<file path="src/rtl/store_checker_dmem.sv">
// store_checker_dmem: word-organised data RAM for the core's load/store port,
// with an in-hardware checker that watches the store stream and latches a
// sticky PASS/FAIL verdict so self-test programs can be judged on the board.
module store_checker_dmem #(
  parameter int          DEPTH        = 64,
  parameter logic [31:0] PASS_ADDR    = 32'd100,
  parameter logic [31:0] PASS_DATA    = 32'd25,
  parameter logic [31:0] SCRATCH_ADDR = 32'd96,
  parameter int          CNT_W        = 16
) (
  input  logic             clk,
  input  logic             reset,
  input  logic             MemWrite,
  input  logic [31:0]      DataAddress,
  input  logic [31:0]      WriteData,
  input  logic [1:0]       AccessSize,
  input  logic             LoadUnsigned,
  output logic [31:0]      ReadData,
  output logic             done,
  output logic             pass,
  output logic             misaligned,
  output logic [CNT_W-1:0] store_count
);

  localparam int          AW         = $clog2(4 * DEPTH);
  localparam logic [31:0] BYTES      = 32'(4 * DEPTH);
  // The checker matches addresses at word granularity, so a narrow store to
  // any byte of the scratch or pass word is treated as a store to that word.
  localparam logic [29:0] PASS_WORD    = PASS_ADDR[31:2];
  localparam logic [29:0] SCRATCH_WORD = SCRATCH_ADDR[31:2];

  typedef enum logic [1:0] {ST_RUN, ST_PASS, ST_FAIL} state_t;

  logic [31:0]      mem [DEPTH];

  state_t           state_q, state_d;
  logic             done_q, done_d;
  logic             pass_q, pass_d;
  logic             mis_q, mis_d;
  logic [CNT_W-1:0] cnt_q, cnt_d;

  logic [AW-3:0]    word_idx;
  logic             in_range;
  logic             is_word;
  logic             is_misaligned;
  logic             at_pass;
  logic             at_scratch;
  logic [3:0]       byte_en;
  logic [31:0]      lane_data;
  logic             ram_we;
  logic [31:0]      rd_word;

  assign word_idx      = DataAddress[AW-1:2];
  assign in_range      = (DataAddress < BYTES);
  assign is_word       = AccessSize[1];  // 10 word, 11 reserved -> word
  assign is_misaligned = (AccessSize == 2'b01 && DataAddress[0]) ||
                         (is_word && DataAddress[1:0] != 2'b00);
  assign at_pass       = (DataAddress[31:2] == PASS_WORD);
  assign at_scratch    = (DataAddress[31:2] == SCRATCH_WORD);

  // Byte-lane enables and lane-replicated store data for narrow stores
  always_comb begin
    byte_en   = 4'b1111;
    lane_data = WriteData;
    case (AccessSize)
      2'b00: begin
        byte_en   = 4'b0001 << DataAddress[1:0];
        lane_data = {4{WriteData[7:0]}};
      end
      2'b01: begin
        byte_en   = DataAddress[1] ? 4'b1100 : 4'b0011;
        lane_data = {2{WriteData[15:0]}};
      end
      default: begin
        byte_en   = 4'b1111;
        lane_data = WriteData;
      end
    endcase
  end

  // RAM is only written while running; reset low at the edge blocks the write
  assign ram_we = MemWrite && (state_q == ST_RUN) && !is_misaligned &&
                  in_range && reset;

  // Byte-enabled RAM write; contents survive reset
  always_ff @(posedge clk) begin
    if (ram_we) begin
      for (int i = 0; i < 4; i++) begin
        if (byte_en[i]) mem[word_idx][i*8 +: 8] <= lane_data[i*8 +: 8];
      end
    end
  end

  // Combinational load: old word until the edge, lane select and extension
  always_comb begin
    rd_word  = in_range ? mem[word_idx] : 32'd0;
    ReadData = rd_word;
    case (AccessSize)
      2'b00: begin
        logic [7:0] b;
        b        = rd_word[DataAddress[1:0]*8 +: 8];
        ReadData = LoadUnsigned ? {24'd0, b} : {{24{b[7]}}, b};
      end
      2'b01: begin
        logic [15:0] h;
        h        = DataAddress[1] ? rd_word[31:16] : rd_word[15:0];
        ReadData = LoadUnsigned ? {16'd0, h} : {{16{h[15]}}, h};
      end
      default: ReadData = rd_word;
    endcase
  end

  // Store checker next state: priority misaligned > pass word > scratch > other
  always_comb begin
    state_d = state_q;
    done_d  = done_q;
    pass_d  = pass_q;
    mis_d   = mis_q;
    cnt_d   = cnt_q;
    if (state_q == ST_RUN && MemWrite) begin
      cnt_d = (cnt_q == '1) ? cnt_q : cnt_q + CNT_W'(1);
      if (is_misaligned) begin
        state_d = ST_FAIL;
        done_d  = 1'b1;
        mis_d   = 1'b1;
      end else if (at_pass) begin
        done_d = 1'b1;
        if (is_word && WriteData == PASS_DATA) begin
          state_d = ST_PASS;
          pass_d  = 1'b1;
        end else begin
          state_d = ST_FAIL;
        end
      end else if (!at_scratch) begin
        state_d = ST_FAIL;
        done_d  = 1'b1;
      end
    end
  end

  // Checker state and registered verdict outputs
  always_ff @(posedge clk or negedge reset) begin
    if (!reset) begin
      state_q <= ST_RUN;
      done_q  <= 1'b0;
      pass_q  <= 1'b0;
      mis_q   <= 1'b0;
      cnt_q   <= '0;
    end else begin
      state_q <= state_d;
      done_q  <= done_d;
      pass_q  <= pass_d;
      mis_q   <= mis_d;
      cnt_q   <= cnt_d;
    end
  end

  assign done        = done_q;
  assign pass        = pass_q;
  assign misaligned  = mis_q;
  assign store_count = cnt_q;

endmodule

</file>
<file path="config.mk">
export PLATFORM = sky130hd
export DESIGN_NAME = store_checker_dmem
export DESIGN_NICKNAME = d
export VERILOG_FILES = /design/src/rtl/store_checker_dmem.sv
export SDC_FILE = /design/constraint.sdc
export NUM_CORES = 2
export LEC_CHECK = 0
export CORE_MARGIN = 1
export CORE_UTILIZATION = 60
export DETAILED_ROUTE_END_ITERATION = 12
export GPL_ROUTABILITY_DRIVEN = 0
export PLACE_DENSITY_LB_ADDON = 0.2
export SLEW_MARGIN = 15
export SYNTH_ARGS = -nofsm -noshare
export SYNTH_HDL_FRONTEND = slang
export SYNTH_SLANG_ARGS = --single-unit
export TNS_END_PERCENT = 20
</file>
<file path="constraint.sdc">
create_clock -name clk -period 3 [get_ports clk]
set_input_delay 0.3 -clock clk [delete_from_list [all_inputs] [get_ports clk]]
set_output_delay 0.3 -clock clk [all_outputs]
set_load 0.005 [all_outputs]
</file>
### Ports around the boundary

(1 px per um) Pins as bars across the die edge, other pins in gray.
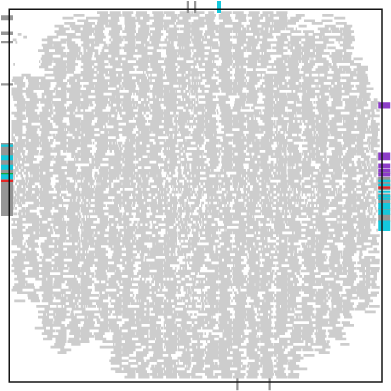
color	port	pins	direction	edge
red	AccessSize	2	input	1 east, 1 west
purple	store_count	16	output	east
green	done	1	output	west
cyan	ReadData	32	output	19 east, 10 west, 3 north
Die Span Y: 371 um
Port Buffers: 120
die x size: 371 um

### Routing congestion

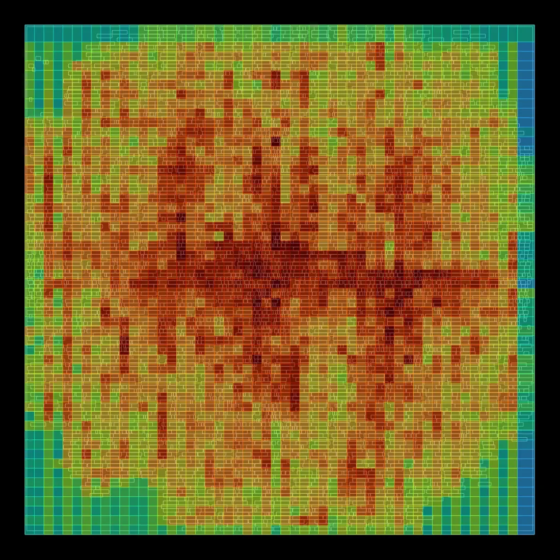
M1 GR Usage: 0.457
GRT Overall Usage: 0.345
gr busiest metal: met2
met3 Usage GRT: 0.123
met2 GRT Util: 0.513

### Where the registers sit

(1 px per um) Other sequential cells in the stronger gray, the rest of the logic in the fainter gray.
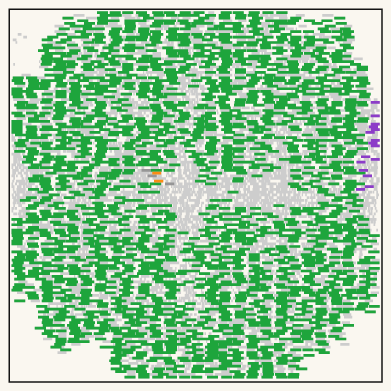
color	signal	sequential cells
purple	store_count	16
green	mem	2048
orange	state_q	2
not colored	3

### Close-up of the layout

Window x 173 to 198, y 99 to 124 um. Cells in gray, sequential cells in the stronger gray; small squares are vias.
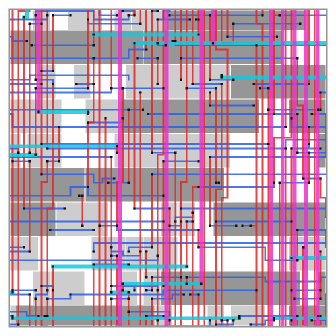
color	layer
magenta	metal 4
red	metal 2
cyan	metal 3
blue	metal 1
netlist names of flops here include	mem (10)
most frequent	nor2_1 (12), edfxtp_1 (10), buf_4 (9)
cells with their middle in the window	36
sequential cells in the window	10

==> flow_summary_export.csv <==
group,metric,value,unit
sta,hold_viol,0,
worst_setup_path,ff2ff_path_depth,8,
yosys,top_area_frac,0.752,
worst_setup_path,slowest_delay,480,ps
sta,final.setup_skew,35.0,ps
yosys,ys.flops,2069,
worst_setup_path,critical_path_class,"input port to output pin",
drt,drt_iter0_markers,6720,
pwr,comb_power,4020,uW
final_layout,clkbuf_count,250,
yosys,area_leaders,"edfxtp_1, mux4_2, mux2i_1, nor2_1, a22oi_1",
final_layout,sh_comb_area,0.198,
worst_setup_path,worstPathCellList,"clkdlybuf4s50_1 -> buf_6 -> buf_6 -> or3_1 -> buf_4 -> o22ai_1 -> o21ai_0 -> o2111ai_2 -> nor4b_4 -> nor3_4 -> a21boi_4 -> buf_6 -> buf_6 -> o21bai_1 -> buf_2",
sta,finalWorstSetupSlack,-913,ps
global_routing,grt_pass1_wl,328,mm
global_routing,grt_pass1_vias,45300,
outcome,status,"complete, but fails checks",
global_routing,grt_antenna_before_repair,17,
yosys,top_cells_by_count,"edfxtp_1, mux4_2, nor2_1",
flow_run,warning_count,29,
sta,slew_violations,0,
worst_setup_path,endpoint,"ReadData[26]",
cts,path_clk_slew,60,ps
drt,via_count,45800,
worst_setup_path,r2r-end,"mem[62][22]$_DFFE_PP_",
cts,cts_tree,"done",
yosys,ys_seq_share,0.759,
yosys,synth-async-reset-ratio,0.0101,
sta,rsz0062_at_grt,"true",
cts,numCtsBuffers,197,
final_layout,nNetsFinal,4951,
final_layout,area_share_nonclk_buffers,0.0864,
pwr,leakagePower,0.0329,uW
final_layout,num_antenna_cells,17,
sta,period_minus_slack,3910,ps
yosys,ys_area,0.0818,sq mm
final_layout,area_growth,20.9,%
pwr,p_comb_frac,0.066,
yosys,yosys.area.top_type,"edfxtp_1",
sta,hold_ws,249,ps
placed_design,hpwlAfterDp,157,mm
drt,drt_first_pass_iters,10,
yosys,yosysWarnings,0,
pwr,p_sw_frac,0.215,
hold_path,hp-class,"input port to register",
yosys,fp_nets,3987,
hold_path,holdPathEnd,"state_q[1]$_DFFE_PN0P_",
pwr,pg_clk,24700,uW
cts,insertion_delay,840,ps
worst_setup_path,r2r_start,"state_q[1]$_DFFE_PN0P_",
pwr,p_sw,13100,uW
final_layout,n_fill_cell,7630,
pwr,top_power_group,"sequential cells",
final_layout,logic_gate_count,1615,
final_layout,logic_area,0.0196,sq mm
hold_path,holdPathStages,6,
drt,postRouteAntennaNets,0,
die,die-area,0.138,sq mm
worst_setup_path,required,2700,ps
drt,viasPerCell,6.70,
yosys,edf_count,2048,
die,initCoreUtil,0.604,
flow_run,drv_cap,0,
worst_setup_path,cp-end-kind,"output pin",
yosys,ys_cells,3916,
final_layout,largest_class,"registers",
sta,setup_tns,-23790,ps
pwr,ir_drop,0.554,mV
final_layout,num-nonclk-buffers,993,
drt,drc,0,
yosys,avgSynthCellArea,20.9,sq um
outcome,violations,"setup timing",
sta,relSlewSlack,0.279,
pwr,p_seq_frac,0.527,
sta,worst_pin_slew,1070,ps
worst_setup_path,cp.arrival,3610,ps
sta,finalSetupViolCount,44,
drt,wire_per_inst,34.3,um
pwr,pg_seq,32000,uW
die,n_tap_cell,1781,
worst_setup_path,crit_slowest_cell,"clkdlybuf4s50_1",
final_layout,sh_seq_area,0.628,
worst_setup_path,crit_fanout,12,
final_layout,ff_count,2069,
yosys,synth_cell_types,71,
worst_setup_path,critical_path.most_common_cell,"buf_6",
placed_design,post-place-ws,-1640,ps
cts,clock_sinks,2069,
final_layout,final_util,0.730,
sta,min_period_over_period,1.30,
global_routing,gr-total-overflow,0,
final_layout,inverters,4,
cts,clk_path_buf_depth,3,
yosys,synth_area,0.0818,sq mm
pwr,internal_power,47700,uW
hold_path,worstHoldStart,"WriteData[1]",
pwr,p_clk_frac,0.407,
pwr,power.density,615,mW/mm^2
sta,fmax,256,MHz
logic make-up (layout without fill, tap and decap cells):
kind of cell             count (synthesis)  after routing  share of synthesized area
AND-OR/OR-AND                          214            214                     0.0188
XOR/XNOR                                15             15                    0.00161
adder cells (fa/ha/maj)                  1              1                   0.000153
buffers and inverters                  232           1361                     0.0177
flip-flops                            2069           2069                      0.759
multiplexers                           724            724                      0.167
other                                    0             17                          0
AND/OR/NAND/NOR                        661            661                     0.0359
placed cells by master, fill, tap and decap left out, types with 39 or more instances in the layout:
cell type,n
buf_4,778
edfxtp_1,2048
clkbuf_16,202
mux2i_1,144
a22oi_1,65
nand2_1,137
clkdlybuf4s50_1,53
clkbuf_1,43
buf_12,60
mux4_2,505
clkinv_1,39
nor2_1,362
registers in the layout (all words and copies together) (netlist names):
name / flops
done: 1
misaligned: 1
state_q: 2
pass: 1
mem: 2048
store_count: 16
metal layers:
layer,GRT usage,part of all wire,wire length [um],up-vias
met2,0.513,0.45,106000,3336
li1,-,-,-,18100
met5,0.0311,0.0039,907,-
met4,0.163,0.059,13900,32
met3,0.123,0.13,31600,729
met1,0.457,0.35,82100,23600
through the flow:
step | total power, uW | area (sq um) | cells
after CTS | 60800 | 98500 | 6828
after global placement | 36300 | 91100 | 6447
after floorplan | 34500 | 81800 | 3916
after global routing | 62100 | 98800 | 6829
after detailed placement | 36300 | 91100 | 6447
final | 60800 | 98800 | 6843
critical path, delay by kind of cell:
family / cells / cell delay (ps)
AOI/OAI and AO/OA: 5 / 1030
buffers and inverters: 7 / 1590
and+or+nand+nor: 3 / 670
timing repair:
item,in CTS,in global routing
gates resized,311,95
setup buffers,21,4
hold buffers,4,0
endpoints found under the hold margin,9,0
pin swaps,55,32
setup endpoints to repair,38,32
cloned,1,2
Power and IR drop assume default switching activity.
